==> images/detail.png <==
Region (49, 35) to (69, 55) µm. Cells in grey, sequential cells in the stronger grey; small squares are vias.
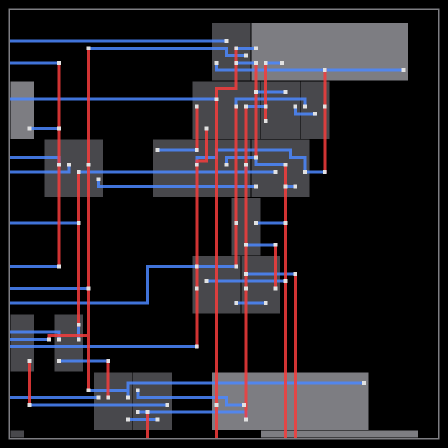
==> images/layer_met2.png <==
(4 px per µm) Cells faint in the background.
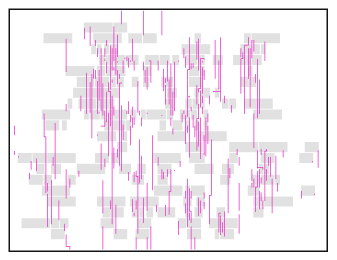
==> images/io_fan.png <==
(4 px per µm)
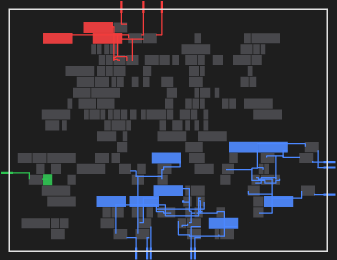
[config.mk]
export PLATFORM = sky130hd
export DESIGN_NAME = currctrl_reset_sequencer
export DESIGN_NICKNAME = d
export VERILOG_FILES = /design/src/rtl/currctrl_reset_sequencer.sv
export SDC_FILE = /design/constraint.sdc
export NUM_CORES = 1
export LEC_CHECK = 0
export CORE_ASPECT_RATIO = 0.75
export CORE_MARGIN = 1.5
export CORE_UTILIZATION = 30
export DETAILED_ROUTE_END_ITERATION = 8
export HOLD_SLACK_MARGIN = 0.15
export PLACE_DENSITY_LB_ADDON = 0.08
export RECOVER_POWER = 100
export SLEW_MARGIN = 20
export SYNTH_ARGS = -nofsm -noshare
export SYNTH_HDL_FRONTEND = slang
export SYNTH_SLANG_ARGS = --single-unit
[constraint.sdc]
create_clock -name clk -period 2.5 [get_ports clk]
set_input_delay 0.5 -clock clk [delete_from_list [all_inputs] [get_ports clk]]
set_output_delay 0.5 -clock clk [all_outputs]
set_load 0.01 [all_outputs]
[src/rtl/currctrl_reset_sequencer.sv]
// Staged reset sequencer for the current-control datapath: stretches soft-reset
// and fault requests, then releases the reset domains one by one in ascending order.
module currctrl_reset_sequencer #(
    parameter int NUM_STAGES        = 3,
    parameter int MIN_ASSERT_CYCLES = 16,
    parameter int STAGE_GAP_CYCLES  = 8,
    parameter int SYNC_STAGES       = 2
) (
    input  logic                  clk,
    input  logic                  reset_n,
    input  logic                  sw_reset_req,
    input  logic                  fault_in,
    input  logic                  fault_clr,
    output logic [NUM_STAGES-1:0] stage_rst_n,
    output logic                  busy,
    output logic                  fault_latched,
    output logic [7:0]            rst_count
);

    localparam int CNT_MAX = (MIN_ASSERT_CYCLES > STAGE_GAP_CYCLES) ? MIN_ASSERT_CYCLES
                                                                    : STAGE_GAP_CYCLES;
    localparam int CNT_W   = (CNT_MAX > 1) ? $clog2(CNT_MAX) : 1;
    localparam int IDX_W   = $clog2(NUM_STAGES + 1);

    typedef enum logic [1:0] {
        ST_ASSERT  = 2'd0,
        ST_RELEASE = 2'd1,
        ST_RUN     = 2'd2
    } state_t;

    logic [SYNC_STAGES-1:0] r_req_sync;
    logic [SYNC_STAGES-1:0] r_flt_sync;
    logic                   w_req_s;
    logic                   w_flt_s;
    logic                   w_hold;

    state_t                 r_state;
    logic [CNT_W-1:0]       r_cnt;
    logic [IDX_W-1:0]       r_idx;
    logic [NUM_STAGES-1:0]  r_stage_rst_n;
    logic                   r_busy;
    logic                   r_fault_latched;
    logic [7:0]             r_rst_count;

    state_t                 w_state_nxt;
    logic [CNT_W-1:0]       w_cnt_nxt;
    logic [IDX_W-1:0]       w_idx_nxt;
    logic [NUM_STAGES-1:0]  w_stage_nxt;
    logic                   w_busy_nxt;
    logic                   w_reassert;

    // NOTE: reset_n is sampled only on the clock edge; it is deliberately
    // absent from the sensitivity list, so every flop here resets synchronously.
    always_ff @(posedge clk) begin
        if (!reset_n) begin
            r_req_sync <= '0;
            r_flt_sync <= '0;
        end else begin
            // NOTE: non-blocking assignment lets each flop take its neighbour's
            // pre-edge value, which is what makes this a shift chain.
            r_req_sync <= {r_req_sync[SYNC_STAGES-2:0], sw_reset_req};
            r_flt_sync <= {r_flt_sync[SYNC_STAGES-2:0], fault_in};
        end
    end

    assign w_req_s = r_req_sync[SYNC_STAGES-1];
    assign w_flt_s = r_flt_sync[SYNC_STAGES-1];
    assign w_hold  = w_req_s | r_fault_latched | w_flt_s;

    // A live fault always wins over a CPU clear on the same edge.
    always_ff @(posedge clk) begin
        if (!reset_n) begin
            r_fault_latched <= 1'b0;
        end else if (w_flt_s) begin
            r_fault_latched <= 1'b1;
        end else if (fault_clr) begin
            r_fault_latched <= 1'b0;
        end
    end

    always_ff @(posedge clk) begin
        if (!reset_n) begin
            r_state       <= ST_ASSERT;
            r_cnt         <= '0;
            r_idx         <= '0;
            r_stage_rst_n <= '0;
            r_busy        <= 1'b1;
        end else begin
            r_state       <= w_state_nxt;
            r_cnt         <= w_cnt_nxt;
            r_idx         <= w_idx_nxt;
            r_stage_rst_n <= w_stage_nxt;
            r_busy        <= w_busy_nxt;
        end
    end

    always_ff @(posedge clk) begin
        if (!reset_n) begin
            r_rst_count <= '0;
        end else if (w_reassert && (r_rst_count != 8'hFF)) begin
            r_rst_count <= r_rst_count + 8'd1;
        end
    end

    always_comb begin
        // NOTE: every next-state signal gets a default first so no path through
        // the case statement can leave one unassigned and infer a latch.
        w_state_nxt = r_state;
        w_cnt_nxt   = r_cnt;
        w_idx_nxt   = r_idx;
        w_stage_nxt = r_stage_rst_n;
        w_busy_nxt  = r_busy;
        w_reassert  = 1'b0;

        case (r_state)
            ST_ASSERT: begin
                w_stage_nxt = '0;
                w_busy_nxt  = 1'b1;
                if (w_hold) begin
                    w_cnt_nxt = '0;
                end else if (r_cnt == CNT_W'(MIN_ASSERT_CYCLES - 1)) begin
                    w_cnt_nxt   = '0;
                    w_idx_nxt   = IDX_W'(1);
                    w_stage_nxt = NUM_STAGES'(1);
                    if (NUM_STAGES == 1) begin
                        w_state_nxt = ST_RUN;
                        w_busy_nxt  = 1'b0;
                    end else begin
                        w_state_nxt = ST_RELEASE;
                    end
                end else begin
                    w_cnt_nxt = r_cnt + 1'b1;
                end
            end

            ST_RELEASE: begin
                if (w_hold) begin
                    w_state_nxt = ST_ASSERT;
                    w_stage_nxt = '0;
                    w_busy_nxt  = 1'b1;
                    w_cnt_nxt   = '0;
                    w_idx_nxt   = '0;
                    w_reassert  = 1'b1;
                end else if (r_cnt == CNT_W'(STAGE_GAP_CYCLES - 1)) begin
                    // Shifting in a one keeps the released bits a contiguous low run.
                    w_cnt_nxt   = '0;
                    w_idx_nxt   = r_idx + 1'b1;
                    w_stage_nxt = (r_stage_rst_n << 1) | NUM_STAGES'(1);
                    if (r_idx == IDX_W'(NUM_STAGES - 1)) begin
                        w_state_nxt = ST_RUN;
                        w_busy_nxt  = 1'b0;
                    end
                end else begin
                    w_cnt_nxt = r_cnt + 1'b1;
                end
            end

            ST_RUN: begin
                w_stage_nxt = '1;
                w_busy_nxt  = 1'b0;
                if (w_hold) begin
                    w_state_nxt = ST_ASSERT;
                    w_stage_nxt = '0;
                    w_busy_nxt  = 1'b1;
                    w_cnt_nxt   = '0;
                    w_idx_nxt   = '0;
                    w_reassert  = 1'b1;
                end
            end

            default: begin
                w_state_nxt = ST_ASSERT;
                w_stage_nxt = '0;
                w_busy_nxt  = 1'b1;
                w_cnt_nxt   = '0;
                w_idx_nxt   = '0;
            end
        endcase
    end

    assign stage_rst_n   = r_stage_rst_n;
    assign busy          = r_busy;
    assign fault_latched = r_fault_latched;
    assign rst_count     = r_rst_count;

endmodule

==> flow_summary.toml <==
# synthesis and place-and-route metrics
[outcome]
status = "finished, final reports clean"

[power_and_ir_drop]
power.density_nw_per_um2 = 680
totalPowerFinal_mw = 1.05
switchingPower_mw = 0.342
leakagePower_nw = 0.656
p_seq_mw = 0.497
p_int_mw = 0.710
p_clk_mw = 0.239
vdd_drop_max_uv = 207
maxPowerGroup = "sequential cells"

[place]
place_congestion = 0.741
placed_area_um2 = 1520
pre_cts_slack_ns = 0.591
dp_hpwl_mm = 2.08

[final_timing]
skew_ns = 0.00257
setup_viol = 0
fin_crit_ns = 1.97
final.setup.tns_ns = 0
timing.hold.ws_ns = 0.440
worst_slack_ns = 0.529
finalHoldViolCount = 0
fmax_mhz = 507

[clocking]
clk_pin_slew_ns = 0.08
htree_levels = 1
cts.sinks = 25
cts_resized = 0
cts_root_buffer = "clkbuf_8"
cts.hold.buffers_added = 0

[global_route]
grt_pass1_wl_mm = 4.73
grt_usage_pct = 13.0
grt_max_degree = 19
globalRouteOverflowTotal = 0

[floorplanning]
die_h_um = 60.1
die_w_um = 79.2
chip_area_um2 = 4760
io_pins = 18

[synthesis]
ys_sh_adder_pct = 6.71
ys_warn_count = 0
syn_area_per_cell_um2 = 8.76
ys_sh_aoi_pct = 21.1
yosys-stat-area_um2 = 1310
yosys-stat-cells = 149
synthCells = 149
edf_count = 0
ys_seq_share_pct = 38.4
yosysUniqueCellTypes = 45

[cells_and_area]
layoutNonFillerInstCount = 218
design_area_um2 = 1550
lay_top_count = "dfxtp_1"
antenna_cells = 0
final_util_pct = 37.7
area_growth_pct = 18.6

[flow_run]
warnings = 29
maxCapViolCount = 0

[worst_setup_path]
crit_type = "flop to flop"
rr_worst_depth = 6
cp-end-kind = "flop"
required_ns = 2.66
crit_end = "r_idx[1]"
r2r-end = "r_idx[1]"
worstSetupStartpointType = "flop"

[detailed_routing]
wl_mm = 2.82
drt_iter0_drc = 51
drt-wirelength-per-cell_um = 12.9
drc_errors = 0

[hold_path]
min_from = "r_req_sync[0]"
holdPathStages = 1
About detail.png:
layer	colour
metal 2	red
metal 1	blue
sequential cells in the window	2
cells with their middle in the window	15
most frequent	a21oi_1 (3), nand2_1 (2), dfxtp_1 (2)
netlist names of flops here include	`r_cnt` (2)

About layer_met2.png:
wire length on this layer	1120 µm
main direction	vertical
longest straight run	32.0 µm
nets with wire on the layer	138
share of all routed wire	40%

About io_fan.png:
port	colour	bits	direction	edge	end cells	buffers	wire
`sw_reset_req`	green	1	input	left	1	1	7.30 µm
`rst_count`	blue	8	output	5 bottom, 3 right	8	8	284 µm
`stage_rst_n`	red	3	output	top	3	3	66.8 µm

==> state kept, by name (all words and copies together) (netlist names) <==
register / cells
rst_count: 8
r_cnt: 4
stage_rst_n: 3
r_flt_sync: 2
r_idx: 2
r_req_sync: 2
r_state: 2
busy: 1
fault_latched: 1
==> metal layers <==
| metal | GRT usage [%] | vias to the layer above | wire length (µm) |
|---|---|---|---|
| met5 | 0 | - | 0 |
| met4 | 3.76 | 0 | 31 |
| met3 | 3.21 | 5 | 86 |
| met2 | 18.8 | 19 | 1120 |
| met1 | 18.9 | 506 | 1570 |
| li1 | - | 566 | - |
==> Yosys cell counts (2+ instances only) <==
cell      number  share of area [%]
a21o_1         2                1.2
nand2_1        9                2.6
nand2b_1       3                1.4
dfxtp_1       25                 38
clkbuf_1       4                1.2
o211a_1        2                1.5
xor2_1         2                1.3
mux2i_1        3                2.3
a21oi_1       11                4.2
nand4_1        3                1.4
or4_1          3                1.7
o21a_1         3                1.7
nor4bb_1       2                1.5
nand3_1        4                1.5
buf_2          4                1.5
a22o_1         2                1.3
or3_1          2               0.96
nor2_1        11                3.2
and2_1         6                2.9
nand3b_1       2                1.2
inv_1          7                2.0
ha_1           7                6.7
and3_1         3                1.4
o21ai_0        8                3.1
==> critical path: stages, from the launching register on <==
cell	delay, ns
dfxtp_1	0.38
inv_1	0.08
ha_1	0.34
nand4b_1	0.26
or2_1	0.25
a21oi_1	0.21
mux2_1	0.35
==> final cells by class <==
class                   instances  area (µm²)  share of cell area (%)
clock buffers                   4        45.0                    2.91
flip-flops and latches         25         500                    32.3
multi-input cells             109         733                    47.4
repair buffers                 18         174                    11.2
inverters                       7        26.3                    1.70
well taps                      55        68.8                    4.45
